$ cat src/rtl/phase_sequencer.sv
// One-hot machine-cycle phase sequencer with memory stall, stall timeout, halt/resume and cycle counting.
// Define PHASE_SEQ_STEP_EN to compile in single-step support (step_mode/step_req).
module phase_sequencer #(
    parameter int NUM_PHASES = 3,
    parameter int MEM_PHASE  = 1,
    parameter int MAX_WAIT   = 15,
    parameter int CNT_W      = 16
) (
    input  logic                  clk,
    input  logic                  reset,
    input  logic                  mem_wait,
    input  logic                  halt_req,
    input  logic                  resume,
    input  logic                  step_mode,
    input  logic                  step_req,
    output logic [NUM_PHASES-1:0] phase_oh,
    output logic                  cycle_done,
    output logic                  halted,
    output logic                  timeout_err,
    output logic [CNT_W-1:0]      cycle_count
);

    typedef enum logic [1:0] {
        ST_START = 2'd0,
        ST_RUN   = 2'd1,
        ST_STALL = 2'd2,
        ST_HALT  = 2'd3
    } state_t;

    localparam logic [7:0]            MAX_WAIT_C  = 8'(MAX_WAIT);
    localparam logic [NUM_PHASES-1:0] FIRST_PHASE = {{(NUM_PHASES-1){1'b0}}, 1'b1};

    state_t                state_r;
    state_t                state_nx_s;
    logic [NUM_PHASES-1:0] phase_r;
    logic [NUM_PHASES-1:0] phase_nx_s;
    logic [7:0]            stall_cnt_r;
    logic [7:0]            stall_nx_s;
    logic [CNT_W-1:0]      count_r;
    logic                  timeout_r;
    logic                  halted_r;
    logic                  timeout_set_s;
    logic                  advance_s;
    logic                  stop_s;
    logic                  start_s;

    // stop_s: leave the run loop at cycle end; start_s: begin a new cycle from HALT
`ifdef PHASE_SEQ_STEP_EN
    assign stop_s  = halt_req | step_mode;
    assign start_s = resume | (step_mode & step_req);
`else
    logic step_unused_s;
    assign stop_s        = halt_req;
    assign start_s       = resume;
    assign step_unused_s = step_mode | step_req;
`endif

    // Next-state, next-phase and stall-counter logic
    always_comb begin
        state_nx_s    = state_r;
        phase_nx_s    = phase_r;
        stall_nx_s    = stall_cnt_r;
        timeout_set_s = 1'b0;
        advance_s     = 1'b0;
        case (state_r)
            ST_START: begin
                state_nx_s = ST_RUN;
                phase_nx_s = FIRST_PHASE;
            end
            ST_RUN: begin
                if (phase_r[MEM_PHASE] && mem_wait) begin
                    state_nx_s = ST_STALL;
                    stall_nx_s = stall_cnt_r + 8'd1;
                end else begin
                    advance_s = 1'b1;
                end
            end
            ST_STALL: begin
                if (stall_cnt_r == MAX_WAIT_C) begin
                    advance_s     = 1'b1;
                    timeout_set_s = 1'b1;
                    stall_nx_s    = 8'd0;
                end else if (mem_wait) begin
                    stall_nx_s = stall_cnt_r + 8'd1;
                end else begin
                    advance_s  = 1'b1;
                    stall_nx_s = 8'd0;
                end
            end
            ST_HALT: begin
                if (start_s) begin
                    state_nx_s = ST_RUN;
                    phase_nx_s = FIRST_PHASE;
                end else begin
                    phase_nx_s = '0;
                end
            end
            default: begin
                state_nx_s = ST_START;
                phase_nx_s = '0;
                stall_nx_s = 8'd0;
            end
        endcase

        // Advancing out of the last phase ends the machine cycle
        if (advance_s) begin
            if (phase_r[NUM_PHASES-1]) begin
                if (stop_s) begin
                    state_nx_s = ST_HALT;
                    phase_nx_s = '0;
                end else begin
                    state_nx_s = ST_RUN;
                    phase_nx_s = FIRST_PHASE;
                end
            end else begin
                state_nx_s = ST_RUN;
                phase_nx_s = {phase_r[NUM_PHASES-2:0], phase_r[NUM_PHASES-1]};
            end
        end else begin
            phase_nx_s = phase_nx_s;
        end
    end

    // State, phase, flags and cycle counter registers
    always_ff @(posedge clk) begin
        if (reset) begin
            state_r     <= ST_START;
            phase_r     <= '0;
            stall_cnt_r <= 8'd0;
            timeout_r   <= 1'b0;
            halted_r    <= 1'b0;
            count_r     <= '0;
        end else begin
            state_r     <= state_nx_s;
            phase_r     <= phase_nx_s;
            stall_cnt_r <= stall_nx_s;
            timeout_r   <= timeout_r | timeout_set_s;
            halted_r    <= (state_nx_s == ST_HALT);
            if (cycle_done) begin
                count_r <= count_r + {{(CNT_W-1){1'b0}}, 1'b1};
            end
        end
    end

    // cycle_done marks the clock whose edge completes the cycle, so it cannot be registered
    assign cycle_done  = advance_s & phase_r[NUM_PHASES-1];
    assign phase_oh    = phase_r;
    assign halted      = halted_r;
    assign timeout_err = timeout_r;
    assign cycle_count = count_r;

endmodule

$ cat config.mk
export PLATFORM = sky130hd
export DESIGN_NAME = phase_sequencer
export DESIGN_NICKNAME = d
export VERILOG_FILES = /design/src/rtl/phase_sequencer.sv
export SDC_FILE = /design/constraint.sdc
export NUM_CORES = 1
export LEC_CHECK = 0
export ABC_CLOCK_PERIOD_IN_PS = 2800
export CAP_MARGIN = 0
export CORE_MARGIN = 10
export CORE_UTILIZATION = 35
export DETAILED_ROUTE_END_ITERATION = 10
export HOLD_SLACK_MARGIN = 0.08
export PLACE_DENSITY = 0.66
export SLEW_MARGIN = 20
export SYNTH_ARGS = -nofsm -noshare
export SYNTH_HDL_FRONTEND = slang
export SYNTH_SLANG_ARGS = --single-unit
$ cat constraint.sdc
create_clock -name clk -period 2.8 [get_ports clk]
set_clock_uncertainty 0.2 [all_clocks]
set_input_delay 0.56 -clock clk [delete_from_list [all_inputs] [get_ports clk]]
set_output_delay 0.56 -clock clk [all_outputs]
set_load 0.03 [all_outputs]
==> run_1/clocks.png <==
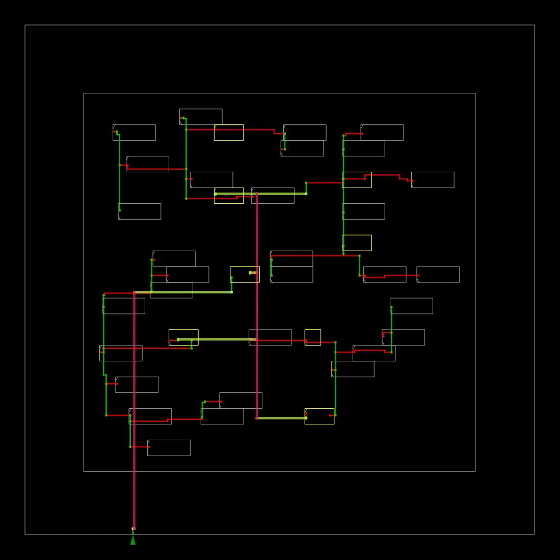
source-to-sink clock delay at the later pin of the worst-skew pair: 290 ps
CTS Buf Count: 5
Seq cells: 31
Sink Count: 31

==> run_1/placement_by_type.png <==
Bar = 20 um.
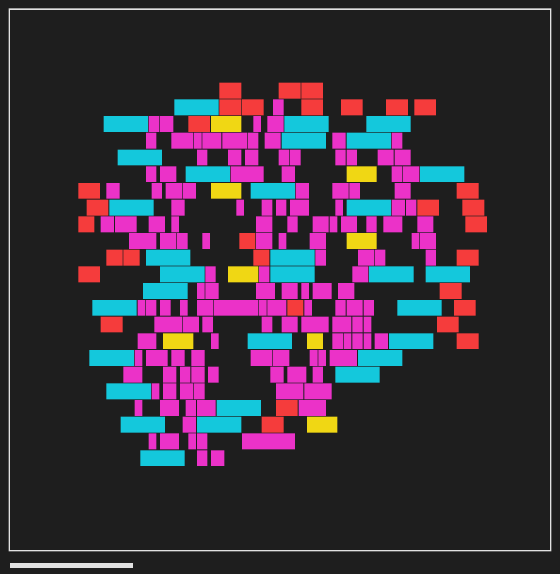
| class | color | cells | share of their area |
|---|---|---|---|
| sequential cells | cyan | 31 | 31% |
| remaining buffers and delay cells | red | 31 | 15% |
| combinational and other logic | magenta | 144 | 48% |
| clock drivers and dummy loads | yellow | 8 | 5.3% |
fraction of area in registers: 0.3043
number of standard-cell rows in the floorplan: 24
utilization after layout: 0.4620
final standard cell area without fillers: 2039 sq um
Core Box Area: 4414 sq um

==> README.md, run 1 <==
| Parameter | This run | Unit |
| --- | --- | --- |
| Fraction of layout cells with a size suffix above 1 | 0.08411 | - |
| Number of warning messages in the logs | 32 | - |
| Total stage count of the critical path | 5 | - |
| Gp weighted congestion | 0.8061 | - |
| Highest routed layer | met4 | - |
| Highest clock rate | 378.2 | MHz |
| Basic Gates by Area | 0.2742 | - |
| Pin count of the biggest net entering global routing | 21 | - |
| Sw Share | 0.2401 | - |
| Top delay family on crit path | buffers and inverters | - |
| Arrival time reported for the critical path endpoint | 1880 | ps |
| Final wirelength | 3623 | um |
| Total of fill cells in the finished design | 427 | - |
| Final TNS setup | 0 | ps |
| Clock share of power | 0.429 | - |
| Routed WL per cell | 13.62 | um |
| Power consumed by sequential cells | 451 | uW |
| Fraction of the mapped netlist area in adder cells | 0.05422 | - |
| Routed length on met3 | 223 | um |
| Final clock period utilization by the worst path | 0.9443 | - |
| Post-synth tally of flip-flops with integrated enable | 0 | - |
| Met2 wire length | 1565 | um |
| Global-route wire length before repair | 5947 | um |
| Well Taps | 52 | - |
| Count of multi-input combinational gates | 138 | - |
| Synthesized-area fraction occupied by xor and xnor cells | 0.02169 | - |
| Critical register-to-register path endpoint | cycle_count[13] | - |
| Depth of the worst register-to-register path | 6 | - |
| Synth logic family | simple AND/OR/NAND/NOR gates | - |
| CP max stage cell | clkdlybuf4s50_1 | - |
| Vias in the first global route | 1362 | - |
| Area taken by flip-flops and latches | 620.6 | sq um |
| Met1 Resource Use GR | 0.1111 | - |
| Worst-case vdd ir drop | 0.2160 | mV |
| Most instantiated library cell after synthesis | dfxtp_1 | - |
| Kind of capture point of the worst setup path | output pin | - |
| Type of the worst setup path | input pin to output pin | - |
| Dpl cells | 258 | - |
| Remaining design rule violation count | 0 | - |
| Multiplexer share | 0.01317 | - |
| Internal Pwr Total | 697.5 | uW |
| Combinational group share of total power | 0.080 | - |
| Met3 global-route usage | 0.03714 | - |
| Comb gate area | 932.1 | sq um |
| Overflow left after global routing | 0 | - |
| Worst Hold Depth | 2 | - |
| Number of hold buffers added after cts | 0 | - |
| Share of async-settable or async-resettable flops after synthesis | 0 | - |
| Non-CTS buffers | 31 | - |
| Tmin final | 2644 | ps |
| Largest area contributor in the synthesized netlist | dfxtp_1 | - |
| Detailed-route vias per instance | 5.511 | - |
| Max Root-Sink Buffers | 2 | - |
| Min-delay src | timeout_err | - |
| Leading cell kind | multi-input combinational cells | - |
| Number of standard cells in the final layout excluding fillers | 266 | - |
| Leakage | 0.0006714 | uW |
| Top cells by count, synth | dfxtp_1 (31), a21oi_1 (24), nor2_1 (12), or4_1 (11), o31ai_1 (10) | - |
| Worst-case setup margin in the final layout | 155.8 | ps |
| Worst-path fanout max | 4 | - |
| First-pass DRT Iterations | 5 | - |
| Layout inverter count without the clock tree | 6 | - |
| Actual transition at the worst max-transition pin | 447.5 | ps |
| Portion of total power attributed to sequential cells | 0.492 | - |
| Antenna diode count | 0 | - |
| Complex Gates by Area | 0.2138 | - |
| Dominant synthesized flop cell | dfxtp_1 | - |
| Power per cell area | 450.1 | nW/um^2 |
| NetSw | 220.4 | uW |
| Resized Gates After CTS | 0 | - |
| Busiest grt layer | met2 | - |
| Status | completed | - |
| Final count of pins violating max slew | 0 | - |
| CTS H-tree lvls | 2 | - |
| Chip Area | 7733 | sq um |
| Setup violators final | 0 | - |
| Chip Height | 87.94 | um |
| Endpoints failing hold | 0 | - |
| Overall fraction of global-route tracks in use | 0.09531 | - |
| Required @ worst endpoint | 2040 | ps |
| Startpoint of the most critical register-to-register path | state_r[1] | - |
| Most frequent logic cells in the routed design | dfxtp_1 (31), clkdlybuf4s50_1 (25), a21oi_1 (24) | - |
==> run_1/clk_routes.png <==
Bar = 20 um.
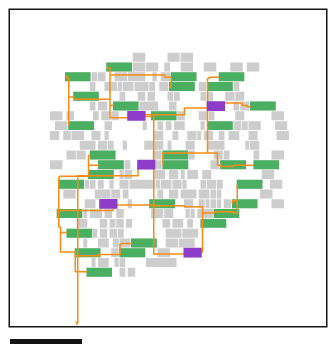
[clock wires] orange | length: 436 um
[clock drivers] purple | count: 5
[flip-flops] green | count: 31
routed clock nets: 6

==> run_1/logic_types.png <==
Bar = 20 um.
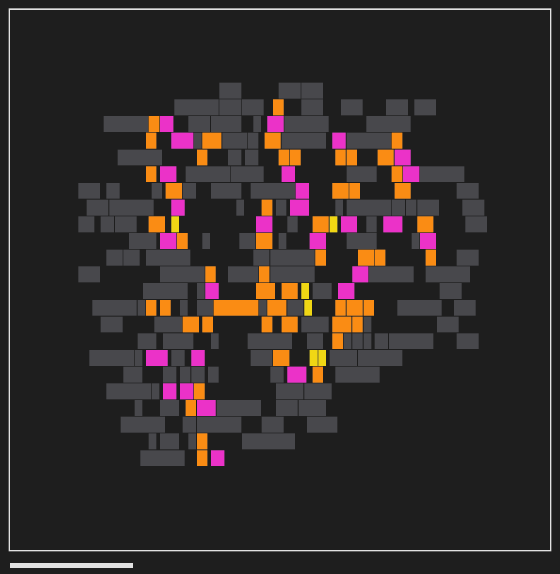

==> run 1 -> run 2 <==
--- a/config.mk
+++ b/config.mk
@@ -7,11 +7,12 @@
 export LEC_CHECK = 0
 export ABC_CLOCK_PERIOD_IN_PS = 2800
 export CAP_MARGIN = 0
+export CORE_ASPECT_RATIO = 1.75
 export CORE_MARGIN = 10
-export CORE_UTILIZATION = 35
+export CORE_UTILIZATION = 52
 export DETAILED_ROUTE_END_ITERATION = 10
 export HOLD_SLACK_MARGIN = 0.08
-export PLACE_DENSITY = 0.66
+export PLACE_DENSITY = 0.88
 export SLEW_MARGIN = 20
 export SYNTH_ARGS = -nofsm -noshare
 export SYNTH_HDL_FRONTEND = slang
==> run_2/logic_types.png <==
Bar = 20 um.
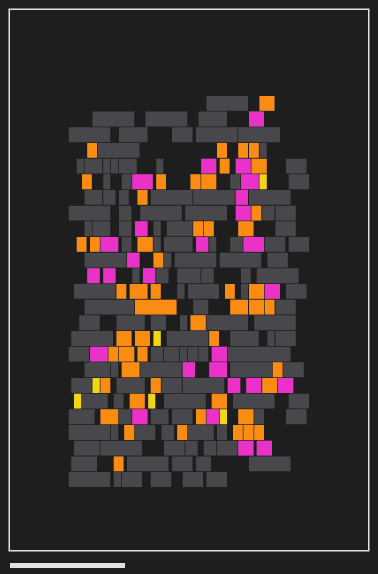
| family | color | cells |
|---|---|---|
| inv cells | yellow | 6 |
| aoi and oai cells | orange | 52 |
| and/or cells | magenta | 27 |

==> run 2 against run 1 <==
  * Die size shrank 25%
  * Largest cell class unchanged
  * Sequential share of layout area hardly changed
  * Clock-buffer cell count shrank 1
  * Global-route usage up 5.3 points
  * Setup slack worse by 58 ps
  * Sequential cell count unchanged
  * Critical path type unchanged
  * Non-clock buffer count shrank 2
==> README.md, run 2 <==
| Parameter | This run | Unit | vs previous |
| --- | --- | --- | --- |
| Chip Height | 93.73 | um | +6.6% |
| Arrival time reported for the critical path endpoint | 1940 | ps | +60 ps |
| Endpoints failing hold | 0 | - | unchanged |
| Remaining design rule violation count | 0 | - | unchanged |
| Setup violators final | 0 | - | unchanged |
| Sw Share | 0.2279 | - | -0.01222 |
| Met2 wire length | 2363 | um | +51% |
| Seq cells | 31 | - | unchanged |
| Overflow left after global routing | 0 | - | unchanged |
| Utilization after layout | 0.6885 | - | +0.2265 |
| Final standard cell area without fillers | 2038 | sq um | about the same |
| Total stage count of the critical path | 5 | - | unchanged |
| Highest clock rate | 370.1 | MHz | -2.1% |
| CTS H-tree lvls | 2 | - | unchanged |
| Number of warning messages in the logs | 32 | - | unchanged |
| Met1 Resource Use GR | 0.1419 | - | +0.03081 |
| Depth of the worst register-to-register path | 6 | - | unchanged |
| Dpl cells | 246 | - | -4.7% |
| Most instantiated library cell after synthesis | dfxtp_1 | - |  |
| Sink Count | 31 | - | unchanged |
| Number of standard-cell rows in the floorplan | 26 | - | +8.3% |
| Share of async-settable or async-resettable flops after synthesis | 0 | - | unchanged |
| Min-delay src | stall_cnt_r[1] | - |  |
| Basic Gates by Area | 0.2742 | - | unchanged |
| Source-to-sink clock delay at the later pin of the worst-skew pair | 290 | ps | about the same |
| Required @ worst endpoint | 2040 | ps | about the same |
| Count of multi-input combinational gates | 138 | - | unchanged |
| Most frequent logic cells in the routed design | dfxtp_1 (31), clkdlybuf4s50_1 (25), a21oi_1 (24) | - |  |
| CTS Buf Count | 5 | - | unchanged |
| Number of hold buffers added after cts | 0 | - | unchanged |
| Layout inverter count without the clock tree | 6 | - | unchanged |
| Gp weighted congestion | 0.8459 | - | +4.9% |
| Vias in the first global route | 1570 | - | +15% |
| Status | completed | - |  |
| Type of the worst setup path | input pin to output pin | - |  |
| Detailed-route vias per instance | 6.232 | - | +13% |
| Largest area contributor in the synthesized netlist | dfxtp_1 | - |  |
| Complex Gates by Area | 0.2138 | - | unchanged |
| Total of fill cells in the finished design | 245 | - | -43% |
| Busiest grt layer | met2 | - |  |
| Critical register-to-register path endpoint | cycle_count[15] | - |  |
| Kind of capture point of the worst setup path | output pin | - |  |
| Number of standard cells in the final layout excluding fillers | 254 | - | -4.5% |
| Overall fraction of global-route tracks in use | 0.1488 | - | +0.05347 |
| Resized Gates After CTS | 0 | - | unchanged |
| Tmin final | 2702 | ps | +58.03 ps |
| Max Root-Sink Buffers | 2 | - | unchanged |
| Top delay family on crit path | buffers and inverters | - |  |
| Post-synth tally of flip-flops with integrated enable | 0 | - | unchanged |
| Worst-path fanout max | 4 | - | unchanged |
| Startpoint of the most critical register-to-register path | state_r[1] | - |  |
| Antenna diode count | 0 | - | unchanged |
| Actual transition at the worst max-transition pin | 536.5 | ps | +88.99 ps |
| Routed WL per cell | 16.75 | um | +23% |
| Worst Hold Depth | 2 | - | unchanged |
| Leakage | 0.0006778 | uW | +0.94% |
| Global-route wire length before repair | 7210 | um | +21% |
| Power consumed by sequential cells | 451 | uW | about the same |
| Combinational group share of total power | 0.079 | - | about the same |
| Chip Area | 5823 | sq um | -25% |
==> run_2/clocks.png <==
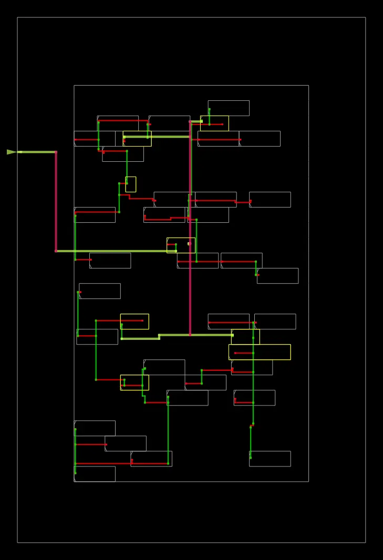
tally of clock buffers in the finished layout: 6
Clock group: 459 uW

No activity file was given, so power comes from the tool's default toggle rates.
